Figure 1. PDN straps and rails.
Pins as bars on the die edge. Tap cells in grey.
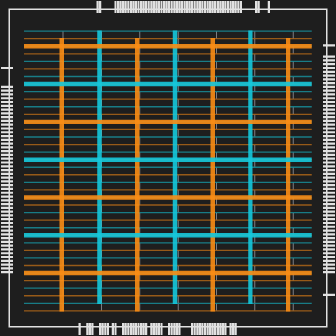
Figure 2. Placement by cell class.
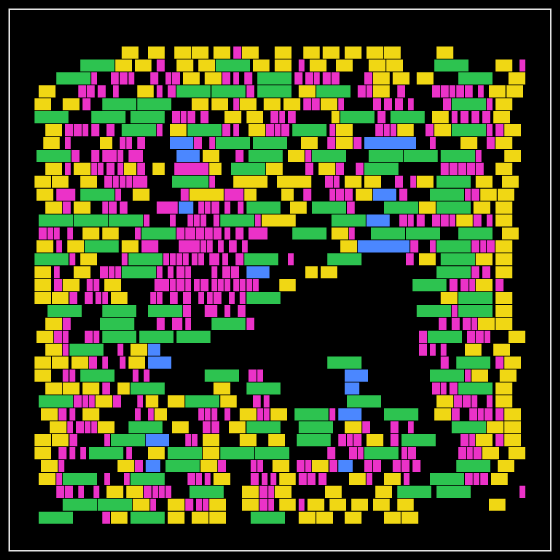
Figure 3. Clock distribution.
Bar = 20 um.
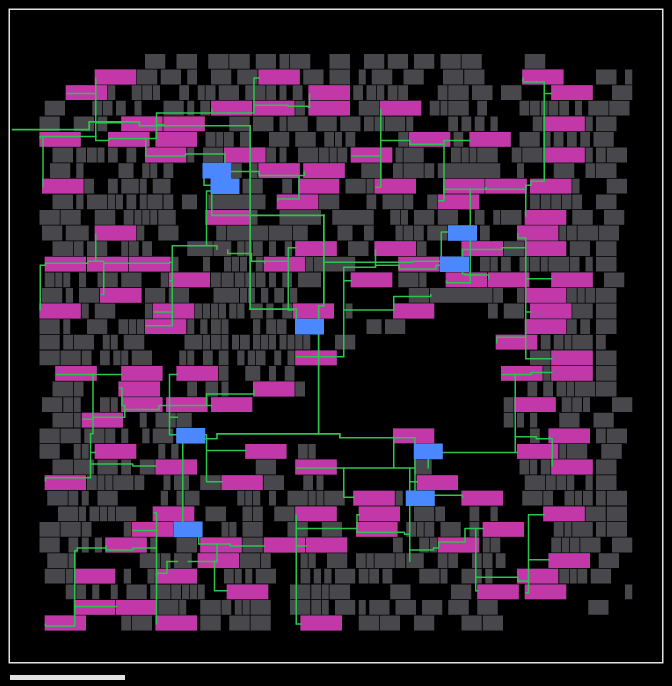
Figure 4. Metal layers overlaid.
Bar = 20 um.
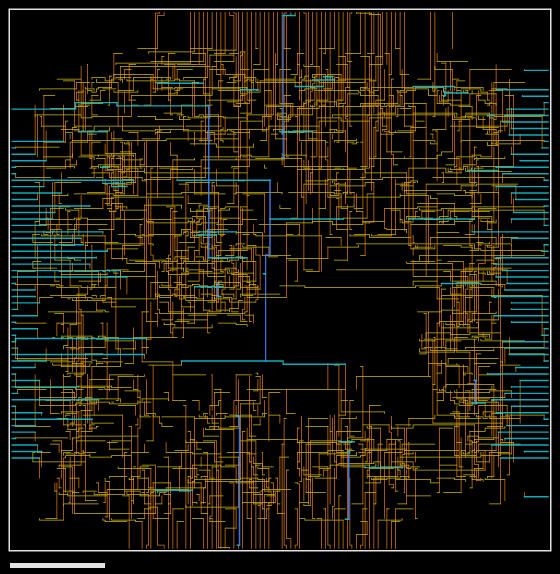
===== src/rtl/memory_access_unit_pkg.sv =====
// Shared encodings for the memory access unit: store-size selects, fault codes, FSM states.
package memory_access_unit_pkg;

  // Store-size selects as produced by the store generator; loads use StoreSw.
  localparam logic [2:0] StoreSb = 3'b000;
  localparam logic [2:0] StoreSh = 3'b001;
  localparam logic [2:0] StoreSw = 3'b010;

  // Fault codes reported alongside O_done.
  localparam logic [1:0] FaultNone     = 2'b00;
  localparam logic [1:0] FaultMisalign = 2'b01;
  localparam logic [1:0] FaultBus      = 2'b10;
  localparam logic [1:0] FaultTimeout  = 2'b11;

  typedef enum logic [0:0] {
    StIdle,
    StAccess
  } mau_state_e;

endpackage


===== src/rtl/memory_access_unit_byte_enable_generator.sv =====
// Byte-lane enables and alignment check for a single load/store access.
module byte_enable_generator
  import memory_access_unit_pkg::*;
(
  input  logic [2:0] I_storesel,
  input  logic [1:0] I_addr,
  output logic [3:0] O_sel,
  output logic       O_misaligned
);

  // Decode access size into lane enables; unknown selects behave as a full word.
  always_comb begin
    O_sel        = 4'b1111;
    O_misaligned = (I_addr != 2'b00);
    case (I_storesel)
      StoreSb: begin
        O_sel        = 4'b0001 << I_addr;
        O_misaligned = 1'b0;
      end
      StoreSh: begin
        O_sel        = 4'b0011 << {I_addr[1], 1'b0};
        O_misaligned = I_addr[0];
      end
      default: begin
        O_sel        = 4'b1111;
        O_misaligned = (I_addr != 2'b00);
      end
    endcase
  end

endmodule


===== src/rtl/memory_access_unit.sv =====
// Single-beat cyc/stb/ack bus master for pipeline loads and stores, with fault reporting.
module memory_access_unit
  import memory_access_unit_pkg::*;
#(
  parameter int unsigned TIMEOUT_CYCLES = 255,
  parameter int unsigned CNT_W          = 8
) (
  input  logic        I_clk,
  input  logic        I_rst,
  input  logic        I_req,
  input  logic        I_we,
  input  logic [2:0]  I_storesel,
  input  logic [31:0] I_addr,
  input  logic [31:0] I_data,
  output logic        O_busy,
  output logic        O_done,
  output logic [31:0] O_rdata,
  output logic        O_fault,
  output logic [1:0]  O_fault_code,
  output logic        O_bus_cyc,
  output logic        O_bus_stb,
  output logic        O_bus_we,
  output logic [31:0] O_bus_adr,
  output logic [3:0]  O_bus_sel,
  output logic [31:0] O_bus_dat,
  input  logic        I_bus_ack,
  input  logic        I_bus_err,
  input  logic [31:0] I_bus_dat
);

  localparam logic [CNT_W-1:0] TimeoutLast = CNT_W'(TIMEOUT_CYCLES - 1);

  mau_state_e  state_q, state_d;
  logic [CNT_W-1:0] cnt_q, cnt_d;
  logic        done_q, done_d;
  logic        fault_q, fault_d;
  logic [1:0]  code_q, code_d;
  logic [31:0] rdata_q, rdata_d;
  logic [31:0] adr_q, adr_d;
  logic [3:0]  sel_q, sel_d;
  logic        we_q, we_d;
  logic [31:0] dat_q, dat_d;

  logic [3:0]  req_sel;
  logic        req_misaligned;

  byte_enable_generator u_byte_enable_generator (
    .I_storesel   (I_storesel),
    .I_addr       (I_addr[1:0]),
    .O_sel        (req_sel),
    .O_misaligned (req_misaligned)
  );

  // Next-state: accept in IDLE, resolve err > ack > timeout in ACCESS.
  always_comb begin
    state_d = state_q;
    cnt_d   = cnt_q;
    done_d  = 1'b0;
    fault_d = 1'b0;
    code_d  = FaultNone;
    rdata_d = rdata_q;
    adr_d   = adr_q;
    sel_d   = sel_q;
    we_d    = we_q;
    dat_d   = dat_q;
    unique case (state_q)
      StIdle: begin
        // done_q masks the request still held by upstream during the done cycle.
        if (I_req && !done_q) begin
          if (req_misaligned) begin
            done_d  = 1'b1;
            fault_d = 1'b1;
            code_d  = FaultMisalign;
          end else begin
            adr_d   = {I_addr[31:2], 2'b00};
            sel_d   = req_sel;
            we_d    = I_we;
            dat_d   = I_data;
            cnt_d   = '0;
            state_d = StAccess;
          end
        end
      end
      StAccess: begin
        cnt_d = cnt_q + CNT_W'(1);
        if (I_bus_err) begin
          state_d = StIdle;
          done_d  = 1'b1;
          fault_d = 1'b1;
          code_d  = FaultBus;
        end else if (I_bus_ack) begin
          state_d = StIdle;
          done_d  = 1'b1;
          if (!we_q) rdata_d = I_bus_dat;
        end else if (cnt_q == TimeoutLast) begin
          state_d = StIdle;
          done_d  = 1'b1;
          fault_d = 1'b1;
          code_d  = FaultTimeout;
        end
      end
      default: state_d = StIdle;
    endcase
  end

  // State and output registers with synchronous reset.
  always_ff @(posedge I_clk) begin
    if (I_rst) begin
      state_q <= StIdle;
      cnt_q   <= '0;
      done_q  <= 1'b0;
      fault_q <= 1'b0;
      code_q  <= FaultNone;
      rdata_q <= '0;
      adr_q   <= '0;
      sel_q   <= '0;
      we_q    <= 1'b0;
      dat_q   <= '0;
    end else begin
      state_q <= state_d;
      cnt_q   <= cnt_d;
      done_q  <= done_d;
      fault_q <= fault_d;
      code_q  <= code_d;
      rdata_q <= rdata_d;
      adr_q   <= adr_d;
      sel_q   <= sel_d;
      we_q    <= we_d;
      dat_q   <= dat_d;
    end
  end

  assign O_busy       = (state_q != StIdle);
  assign O_done       = done_q;
  assign O_fault      = fault_q;
  assign O_fault_code = code_q;
  assign O_rdata      = rdata_q;
  assign O_bus_cyc    = (state_q == StAccess);
  assign O_bus_stb    = (state_q == StAccess);
  assign O_bus_we     = we_q;
  assign O_bus_adr    = adr_q;
  assign O_bus_sel    = sel_q;
  assign O_bus_dat    = dat_q;

endmodule

===== config.mk =====
export PLATFORM = sky130hd
export DESIGN_NAME = memory_access_unit
export DESIGN_NICKNAME = d
export VERILOG_FILES = /design/src/rtl/memory_access_unit_pkg.sv /design/src/rtl/memory_access_unit_byte_enable_generator.sv /design/src/rtl/memory_access_unit.sv
export SDC_FILE = /design/constraint.sdc
export NUM_CORES = 1
export LEC_CHECK = 0
export ABC_AREA = 1
export CORE_MARGIN = 5
export CORE_UTILIZATION = 40
export DETAILED_ROUTE_END_ITERATION = 7
export GPL_ROUTABILITY_DRIVEN = 0
export PLACE_DENSITY = 0.8
export SKIP_LAST_GASP = 1
export SYNTH_ARGS = -nofsm -noshare
export SYNTH_HDL_FRONTEND = slang
export SYNTH_HIERARCHICAL = 1
export SYNTH_SLANG_ARGS = --single-unit

===== constraint.sdc =====
create_clock -name I_clk -period 2.05 [get_ports I_clk]
set_input_delay 0.41 -clock I_clk [delete_from_list [all_inputs] [get_ports I_clk]]
set_output_delay 0.41 -clock I_clk [all_outputs]
set_load 0.01 [all_outputs]

==> impl_metrics.yaml <==
# flow metrics
drt:
  routed.top_layer: "met4"
  drt_pre_antenna_iters: 5
  post_drt_via_cell_ratio: 4.95
  detailroute.wirelength.met3_um: 1150
  detailed_route_drc_error_count: 0
  drtAntennaViolNets: 0
  m1WireLength_um: 5160
  detail_route.iter0.violations: 325
  routed-wl-met2_um: 6320
clocking:
  cts_num_sinks: 112
  cts_buffer_depth: 2
  cts_buffers: 9
  ctsRootBufferMaster: "clkbuf_8"
  tritoncts: "done"
  path_clk_slew_ns: 0.11
  cts_stage_hold_buffer_count: 0
  post_cts.repair.setup_buffers: 0
  cts_htree_levels: 3
pwr:
  swShare_pct: 25.1
  p_clk_uw: 1450
  pwr.group.sequential_uw: 2310
  max-vdd-ir-drop_mv: 0.383
  clock_power_share_pct: 32.0
  total_leakage_power_uw: 0.00241
  power_frac_comb_pct: 17.0
  power_combinational_uw: 768
  share_seq_of_total_power_pct: 51.0
  largestPowerGroup: "registers"
  power.total_uw: 4520
  power.internal_uw: 3390
  p_per_area_mw_per_mm2: 675
  sw_pwr_uw: 1130
final_timing:
  timing.final.hold_violations: 0
  worst_slew_pin_slew_ns: 0.597
  totalNegativeSetupSlack_ns: 0
  setup_ws_ns: 0.232
  max_transition_viols_final: 0
  setup_repair_after_global_routing_missed_its_margin: "no"
  post-route-min-period_ns: 1.82
  fmax_mhz: 550
  post-route-period-util_pct: 88.7
  fin_worst_hold_slack_ns: 0.422
  worst_slew_margin_rel_pct: 60.2
  setup-violations-final: 0
cells_and_area:
  fin_area_mm2: 0.00670
  most_common_logic_cells_in_the_final_layout: "clkdlybuf4s50_1, dfxtp_1, nand2_1, nor2_1, nand3_1"
  proportion_of_cell_area_spent_on_the_clock_network_pct: 3.38
  area.combinational_mm2: 0.00174
  n_clock_buffer: 9
  drive_above_1_share_pct: 6.03
  combinational_share_of_cell_area_pct: 26.0
  flop_area_mm2: 0.00224
  cell_class_ranked_first_by_area: "non-clock buffers"
  fillerInstances: 923
  layout_top_cell: "clkdlybuf4s50_1"
  final_nets: 848
  nonClkBufAreaFrac_pct: 33.6
  seq_cells: 112
  layout.non_clock_buffers: 224
  diodes: 0
  comb.multi_input.count: 377
  num-nonclk-inverters: 17
  stdcell_count: 882
  syn2layout_area_growth_pct: 55.8
run:
  cap_viol_max_count: 0
  number_of_warnings_in_the_stage_logs: 27
floorplan:
  tapcell_count: 136
  die_area_mm2: 0.0129
  ioPinCount: 213
  fp-utilization_pct: 41.3
setup_path:
  worstPathArrival_ns: 1.41
  critical_path_peak_fanout: 10
  worstSetupPathDepth: 1
  worst_r2r_path_depth: 5
  required_ns: 1.64
  critical_path.reg2reg.endpoint: "O_bus_dat[1]"
  worstSetupStartpointType: "flip-flop"
  endpoint_kind: "output pin"
  r2r-start: "O_bus_cyc"
  critical_path_max_stage_delay_ns: 0.59
  worst_path_max_delay_cell: "clkdlybuf4s50_1"
  critical_path.cell_chain: "clkdlybuf4s50_1"
  worstSetupEndpoint: "O_busy"
  cp_num_buf_inv: 1
  cp_top_family: "buffers and inverters"
  setup.reg_to_reg.worst_slack_ns: 0.66
  worst-setup-path-type: "reg2out"
  cp-startpoint: "O_bus_cyc"
place:
  detailedPlace.worstSlack_ns: 0.0386
  place_hpwl_um: 9360
  postPlaceCellArea_mm2: 0.00647
  io_buffer_count: 210
  place.detailed.instances: 866
hold_path:
  hold-path-endpoint: "O_bus_dat[20]"
  hold_path.class: "in2reg"
  worstHoldStart: "I_rst"
  hold_crit_depth: 2
synth:
  synth_flop_count: 112
  ys.warnings.count: 6
  synth-seq-area-share_pct: 52.1
  muxShareOfSynthArea_pct: 0
  ys_sh_aoi_pct: 13.3
  post_synth_and_or_nand_nor_area_fraction_pct: 26.2
  main_logic_family_after_synthesis: "simple AND/OR/NAND/NOR gates"
  synthesis.instances: 549
  syn_area_mm2: 0.00430
  yosys_cells: 549
  synth.distinct_cells: 26
  yosys_area_mm2: 0.00430
  xor_area_share_pct: 0.204
  synthesis.area_per_instance_um2: 7.83
  post_synth_fa_ha_maj_area_fraction_pct: 0.582
grt:
  first_pass_grt_wire_length_um: 20600
  grt_use_met3_pct: 6.37
  met1_track_utilization_from_global_routing_pct: 22.5
  vias_in_the_first_global_route: 4194
  use_met2_pct: 34.0
  grt_antenna_before_repair: 0
  grt-ovfl-total: 0
  globalRoute.busiestLayer: "met2"
outcome:
  status: "complete, no violations"
-- Figure 1 (at the start) --
Key: VSS = orange; VDD = cyan
The core has 37 rows. 38 met1 rails follow the rows.
area of the core: 0.0104 mm2
Chip Width: 114 um

-- Figure 2 (at the start) --
Key: all other logic = magenta [cells 394]; other buffers and delay cells = yellow [cells 224]; clock drivers and dummy loads = blue [cells 16]; flip-flops = green [cells 112]
row cnt: 37
flip-flop and latch share of the layout cell area: 33.5%
Util after Layout: 64.3%

-- Figure 3 (at the start) --
Key: clock wires = green [length 1,200 um]; cells driving clock nets = blue [count 9]; flip-flops = magenta [count 112]
There are 10 routed clock nets.
insertion delay of the later-clocked pin in the worst-skew pair: 0.36 ns
final setup skew: 0.00746 ns

-- Figure 4 (at the start) --
Key: met1 = yellow [wire length 5,160 um]; met2 = orange [wire length 6,320 um]; met3 = cyan [wire length 1,150 um]; met4 = blue [wire length 150 um]
per-cell routed wire length: 14.5 um
total routing usage reported by global routing: 19.3%
number of vias after detailed routing: 4,362
Final Routed Wirelength: 12,800 um

-- synth_stat cells --
library cell / count / area share, %
dfxtp_1: 112 / 52
nand2_1: 95 / 8.3
nand3_1: 78 / 9.1
nor2_1: 78 / 6.8
a21oi_1: 73 / 8.5
o21ai_0: 34 / 4.0
buf_2: 18 / 2.1
clkbuf_1: 13 / 1.1
inv_1: 12 / 1.0
buf_4: 8 / 1.4
buf_6: 5 / 1.3
inv_2: 5 / 0.44
ha_1: 2 / 0.58
nand4_1: 2 / 0.29
nor2_4: 2 / 0.52
o21ai_2: 2 / 0.41
a21oi_2: 1 / 0.20
conb_1: 1 / 0.087
nand2_4: 1 / 0.26
nand3_2: 1 / 0.23
nand3b_1: 1 / 0.17
nor2_8: 1 / 0.47
nor3_1: 1 / 0.12
o21ai_1: 1 / 0.12
o22ai_1: 1 / 0.15
xor2_1: 1 / 0.20
-- worst register-to-register path, delay by kind of cell, from the launching register on --
kind | cells | cell delay, ns
buffers and inverters | 2 | 0.46
DFF | 1 | 0.40
and+or+nand+nor | 2 | 0.29
AOI/OAI and AO/OA | 1 | 0.18
-- flip-flops by register name, summed over array words and instances, names as in the netlist --
| signal | flops |
|---|---|
| O_fault | 1 |
| O_done | 1 |
| cnt_q | 8 |
| O_bus_adr | 30 |
| O_bus_dat | 32 |
| O_fault_code | 2 |
| O_bus_cyc | 1 |
| O_bus_sel | 4 |
| O_bus_we | 1 |
| O_rdata | 32 |
-- cells by family (layout without fill, tap and decap cells) --
logic type | after synthesis | in the layout
simple gates | 260 | 260
buf+inv | 61 | 257
flops | 112 | 112
fa+ha+maj | 2 | 2
compound gates | 112 | 112
xor+xnor | 1 | 1
other cells | 1 | 2
-- repair_timing --
item                                    CTS  global route
endpoints found under the hold margin     0             0
endpoints found under the setup margin    0             3
resized                                   0             1
Power is estimated from default activity; no workload was simulated.
